File: config.mk
export PLATFORM = sky130hd
export DESIGN_NAME = pixel_bus_arbiter
export DESIGN_NICKNAME = d
export VERILOG_FILES = /design/src/rtl/pixel_bus_pkg.sv /design/src/rtl/pixel_bus_arbiter_rr_picker.sv /design/src/rtl/pixel_bus_arbiter.sv
export SDC_FILE = /design/constraint.sdc
export NUM_CORES = 1
export LEC_CHECK = 0
export CAP_MARGIN = 20
export CORE_UTILIZATION = 38
export DETAILED_ROUTE_END_ITERATION = 12
export PLACE_DENSITY = 0.8
export SLEW_MARGIN = 40
export SYNTH_ARGS = -nofsm -noshare
export SYNTH_HDL_FRONTEND = slang
export SYNTH_SLANG_ARGS = --single-unit
File: constraint.sdc
create_clock -name clk -period 3.4 [get_ports clk]
set_input_delay 0.85 -clock clk [delete_from_list [all_inputs] [get_ports clk]]
set_output_delay 0.85 -clock clk [all_outputs]
set_load 0.01 [all_outputs]
File: src/rtl/pixel_bus_pkg.sv
// Shared types and widths for the pixel bus arbiter.
// Optional grant locking is enabled by defining ARB_LOCK_EN.
package pixel_bus_pkg;

  localparam int XW       = 8;
  localparam int YW       = 8;
  localparam int CW       = 3;
  localparam int MAX_NREQ = 4;

  typedef enum logic [1:0] {
    ISSUE,
    RD_WAIT,
    RD_CAPTURE
  } state_t;

  typedef struct packed {
    logic [XW-1:0] x;
    logic [YW-1:0] y;
    logic [CW-1:0] color;
    logic          we;
  } pix_req_t;

endpackage

File: src/rtl/pixel_bus_arbiter_rr_picker.sv
// Combinational round-robin selector: the search starts one past
// last_grant; mask limits which requesters are eligible.
module rr_picker #(
  parameter int NREQ = 2,
  parameter int IW   = 1
) (
  input  logic [NREQ-1:0] req,
  input  logic [NREQ-1:0] mask,
  input  logic [IW-1:0]   last_grant,
  output logic [NREQ-1:0] gnt,
  output logic [IW-1:0]   idx,
  output logic            any
);

  logic [NREQ-1:0] elig;
  logic [IW-1:0]   cand;

  always_comb begin
    elig = req & mask;
    gnt  = '0;
    idx  = last_grant;
    any  = 1'b0;
    cand = last_grant;
    for (int k = 0; k < NREQ; k++) begin
      cand = (cand == IW'(NREQ - 1)) ? '0 : cand + 1'b1;
      if (!any && elig[cand]) begin
        any = 1'b1;
        idx = cand;
      end
    end
    if (any) gnt[idx] = 1'b1;
  end

endmodule

File: src/rtl/pixel_bus_arbiter.sv
// Round-robin arbiter sharing one pixel bus (VGA plot + colour ROM).
// Define ARB_LOCK_EN to let a requester hold its grant via req_lock.
module pixel_bus_arbiter
  import pixel_bus_pkg::*;
#(
  parameter int NREQ = 2
) (
  input  logic               clk,
  input  logic               reset,
  input  logic [NREQ-1:0]    req_valid,
  output logic [NREQ-1:0]    req_ready,
  input  logic [NREQ-1:0]    req_we,
  input  logic [XW*NREQ-1:0] req_x,
  input  logic [YW*NREQ-1:0] req_y,
  input  logic [CW*NREQ-1:0] req_color,
  input  logic [NREQ-1:0]    req_lock,
  output logic [NREQ-1:0]    rsp_valid,
  output logic [CW-1:0]      rsp_color,
  output logic [XW-1:0]      x,
  output logic [YW-1:0]      y,
  output logic [CW-1:0]      color_draw,
  output logic               plot,
  input  logic [CW-1:0]      color_obs
);

  localparam int IW = $clog2(NREQ);

  if (NREQ < 2 || NREQ > MAX_NREQ) begin : g_bad_nreq
    $error("pixel_bus_arbiter: NREQ out of range");
  end

  state_t          state, state_nxt;
  logic [IW-1:0]   last_grant, rd_id, pick_idx;
  logic [NREQ-1:0] pick_gnt, mask;
  logic            pick_any, accept;
  pix_req_t        sel;

`ifdef ARB_LOCK_EN
  logic          lock_act;
  logic [IW-1:0] lock_id;
  logic          sel_lock;

  always_comb begin
    mask = '1;
    if (lock_act) begin
      mask          = '0;
      mask[lock_id] = 1'b1;
    end
  end
`else
  logic lock_unused;
  assign lock_unused = ^req_lock;
  assign mask        = '1;
`endif

  rr_picker #(
    .NREQ (NREQ),
    .IW   (IW)
  ) u_pick (
    .req        (req_valid),
    .mask       (mask),
    .last_grant (last_grant),
    .gnt        (pick_gnt),
    .idx        (pick_idx),
    .any        (pick_any)
  );

  always_comb begin
    sel = '0;
`ifdef ARB_LOCK_EN
    sel_lock = 1'b0;
`endif
    for (int i = 0; i < NREQ; i++) begin
      if (pick_gnt[i]) begin
        sel.x     = req_x[i*XW +: XW];
        sel.y     = req_y[i*YW +: YW];
        sel.color = req_color[i*CW +: CW];
        sel.we    = req_we[i];
`ifdef ARB_LOCK_EN
        sel_lock  = req_lock[i];
`endif
      end
    end
  end

  assign accept = (state == ISSUE) && pick_any;

  always_ff @(posedge clk) begin
    if (reset) state <= ISSUE;
    else       state <= state_nxt;
  end

  always_comb begin
    state_nxt = state;
    req_ready = '0;
    unique case (state)
      ISSUE: begin
        req_ready = pick_gnt;
        if (pick_any && !sel.we) state_nxt = RD_WAIT;
      end
      RD_WAIT:    state_nxt = RD_CAPTURE;
      RD_CAPTURE: state_nxt = ISSUE;
      default:    state_nxt = ISSUE;
    endcase
  end

  always_ff @(posedge clk) begin
    if (reset) begin
      x          <= '0;
      y          <= '0;
      color_draw <= '0;
      plot       <= 1'b0;
      rsp_valid  <= '0;
      rsp_color  <= '0;
      rd_id      <= '0;
      last_grant <= IW'(NREQ - 1);
`ifdef ARB_LOCK_EN
      lock_act   <= 1'b0;
      lock_id    <= '0;
`endif
    end else begin
      plot      <= 1'b0;
      rsp_valid <= '0;
      if (accept) begin
        last_grant <= pick_idx;
        x          <= sel.x;
        y          <= sel.y;
        if (sel.we) begin
          color_draw <= sel.color;
          plot       <= 1'b1;
        end else begin
          rd_id <= pick_idx;
        end
`ifdef ARB_LOCK_EN
        lock_act <= sel_lock;
        lock_id  <= pick_idx;
`endif
      end
      // ROM data for the read issued two cycles ago is on color_obs now
      if (state == RD_CAPTURE) begin
        rsp_color        <= color_obs;
        rsp_valid[rd_id] <= 1'b1;
      end
    end
  end

endmodule

==> impl_report.txt <==
==== FLOW RESULTS ====
----------------------------------------------------
[Run status]
  Run status ........................ finished, violations left
  Violations in the final reports ........................ design-rule violations

[Detailed routing]
  Routed Wire Length ........................ between 3000 and 4000 um
  Highest metal layer used by the detailed router ........................ met4
  Average vias per placed instance ........................ ~5.5
  DRC Markers ........................ 5
  Total number of vias ........................ about 1300

[Flow run]
  Stage-log warning count ........................ 28

[Critical path]
  Crit Path Max Fanout ........................ 6
  Slack of the worst reg-to-reg path ........................ between 1.5 and 2 ns
  Worst R2R Start ........................ state[1]$_SDFFE_PP0P_
  Worst stage delay on the critical path ........................ between 0.5 and 0.6 ns
  Critical path class ........................ in2out
  Crit. End Element ........................ output port

[Placement]
  Detail Placement HPWL ........................ about 2600 um
  Weighted congestion reported at the end of routability-driven placement ........................ between 0.7 and 0.8

[Synth]
  Number of flops mapped to enable cells by yosys ........................ 0
  FFs w/ async S/R, synth ........................ 0
  Count of unique library cells instantiated by Yosys ........................ 26
  Count of warnings emitted by yosys ........................ 0
  Post-synthesis cell count from yosys ........................ between 100 and 150

[Cells and area]
  Number of nets in the finished design ........................ around 250
  Fraction of final layout cells with drive strength greater than 1 ........................ 0.08374
  Area delta synth->final ........................ 67.65%

[Floorplan]
  Number of placement rows ........................ 19
  Die width ........................ roughly 58 um

[Global routing]
  Routing layer with the top usage in global route ........................ met2
  Antenna violations before repair ........................ 0

[STA]
  Pins over their slew limit ........................ 0
  Setup repair after global routing missed its margin ........................ false

[Power and ir drop]
  Power per cell area ........................ 420.4 nW/um2
  Combinational Power Share ........................ 0.288

[Min path]
  Worst Min Path Start ........................ rd_id$_SDFFE_PP0P_

[Clocking]
  Hold buffer count at CTS ........................ 0
  Buffers from clock root to sink, at most ........................ 2

----------------------------------------------------
## cells in the mapped netlist, types with 2 or more instances
| cell | instances | area share |
|---|---|---|
| sky130_fd_sc_hd__dfxtp_1 | 29 | 0.49 |
| sky130_fd_sc_hd__a21oi_1 | 4 | 0.017 |
| sky130_fd_sc_hd__nor3_1 | 4 | 0.017 |
| sky130_fd_sc_hd__buf_2 | 4 | 0.017 |
| sky130_fd_sc_hd__or3_1 | 3 | 0.016 |
| sky130_fd_sc_hd__a211oi_1 | 16 | 0.10 |
| sky130_fd_sc_hd__o22ai_1 | 16 | 0.084 |
| sky130_fd_sc_hd__nor3b_1 | 3 | 0.019 |
| sky130_fd_sc_hd__buf_4 | 2 | 0.013 |
| sky130_fd_sc_hd__mux2i_1 | 3 | 0.025 |
| sky130_fd_sc_hd__a32oi_1 | 3 | 0.022 |
| sky130_fd_sc_hd__nor2_1 | 20 | 0.063 |
| sky130_fd_sc_hd__o21ai_0 | 3 | 0.013 |
| sky130_fd_sc_hd__clkbuf_1 | 5 | 0.016 |
| sky130_fd_sc_hd__nand2_1 | 3 | 0.0095 |
## metrics by stage
step | area [um2] | hold slack [ns] | utilization | worst slack, ns | cells
after floorplan | 1187 | 0.4063 | - | 0.8679 | 129
after global placement | 1941 | 0.4338 | 0.6803 | 0.2449 | 227
after detailed placement | 1941 | 0.4387 | 0.6803 | 0.1770 | 227
after CTS | 1996 | 0.4472 | 0.6996 | 0.1844 | 234
after global routing | 1991 | 0.4954 | 0.6978 | 0.09952 | 234
final | 1991 | 0.4414 | 0.6978 | 0.1837 | 234
## cell families (layout without fill, tap and decap cells)
kind of cell           after synthesis  count (layout)  share of synthesized area
AND-OR/OR-AND                       49              49                     0.2951
buffers and inverters               12              86                    0.04847
flip-flops                          29              29                     0.4889
multiplexers                         3               3                    0.02529
AND/OR/NAND/NOR                     36              36                     0.1423
## registers in the layout (all words and copies together), names as in the netlist
register and flops:
color_draw 3, last_grant 1, plot 1, rd_id 1
rsp_color 3, rsp_valid 2, state 2, x 8
y 8
## power by group through the flow
| stage | registers (mW) | logic [mW] | clock network (mW) |
|---|---|---|---|
| after detailed placement | 0.397 | 0.242 | 0 |
| after global routing | 0.393 | 0.261 | 0.225 |
| after CTS | 0.389 | 0.243 | 0.212 |
| after global placement | 0.395 | 0.237 | 0 |
| final | 0.389 | 0.241 | 0.207 |
| after floorplan | 0.409 | 0.0947 | 0 |
## worst max-delay path, delay by kind of cell
kind	cells	cell delay, ns
simple gates	3	0.43
buf+inv	2	1.10
## worst max-delay path by stage
stage,slack [ns],to,start,depth (start not counted)
finish,0.18,req_ready[0],req_valid[1],5
floorplan,0.87,req_ready[1],req_valid[0],5
detailed placement,0.18,req_ready[0],req_valid[1],5
global route,0.1,req_ready[0],req_valid[1],5
global placement,0.24,req_ready[0],req_valid[1],5
CTS,0.18,req_ready[0],req_valid[1],5
## area by class of cell
cell class	count	area [um2]	area share
repair buffers	78	763.2	0.3834
flip-flops and latches	29	580.6	0.2916
multi-input cells	88	549.3	0.2759
clock buffers	7	55.05	0.02766
well taps	31	38.79	0.01948
inverters	1	3.754	0.001886
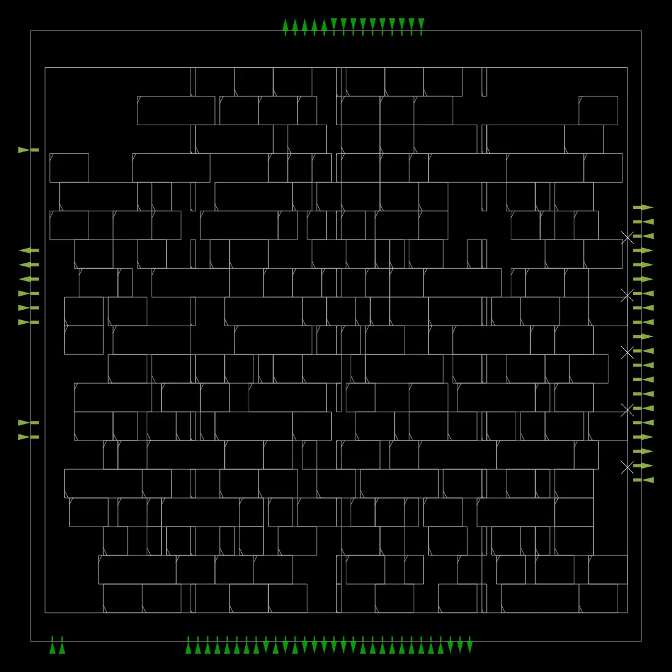
Fig. 1. Placement view.
tap cell instance count: 31
fin util: 0.6978

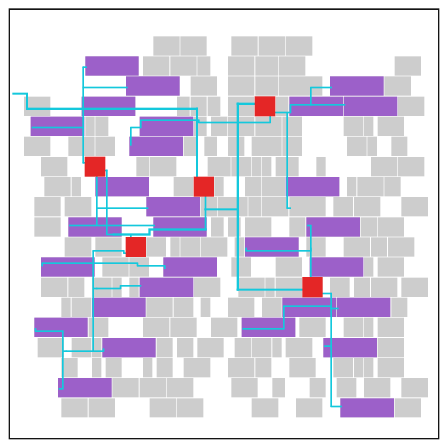
Fig. 2. Routed clock nets over the placement.
Cyan shows clock wires, length 338 um. Purple shows flip-flops, count 29. Red shows clock-net drivers, count 5.
There are 6 routed clock nets.
proportion of power drawn by the clock network: 0.247
setup skew after layout: 0.005683 ns
P_clk: 0.207 mW
Clock Latency Late Sink: 0.32 ns

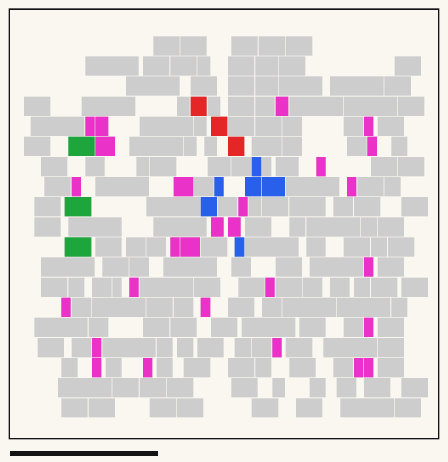
Fig. 3. Gate families picked out.
The bar under the picture is 20 um long.
Red shows and/or cells, cells 3. Green shows mux cells, cells 3. Magenta shows nor cells, cells 27. Blue shows nand cells, cells 6, where center.
most common cell after layout, fill and taps aside: sky130_fd_sc_hd__clkdlybuf4s50_1
count of non-filler cells in the finished layout: 234

Power figures rest on the tool's default switching activity, not on a simulated workload.
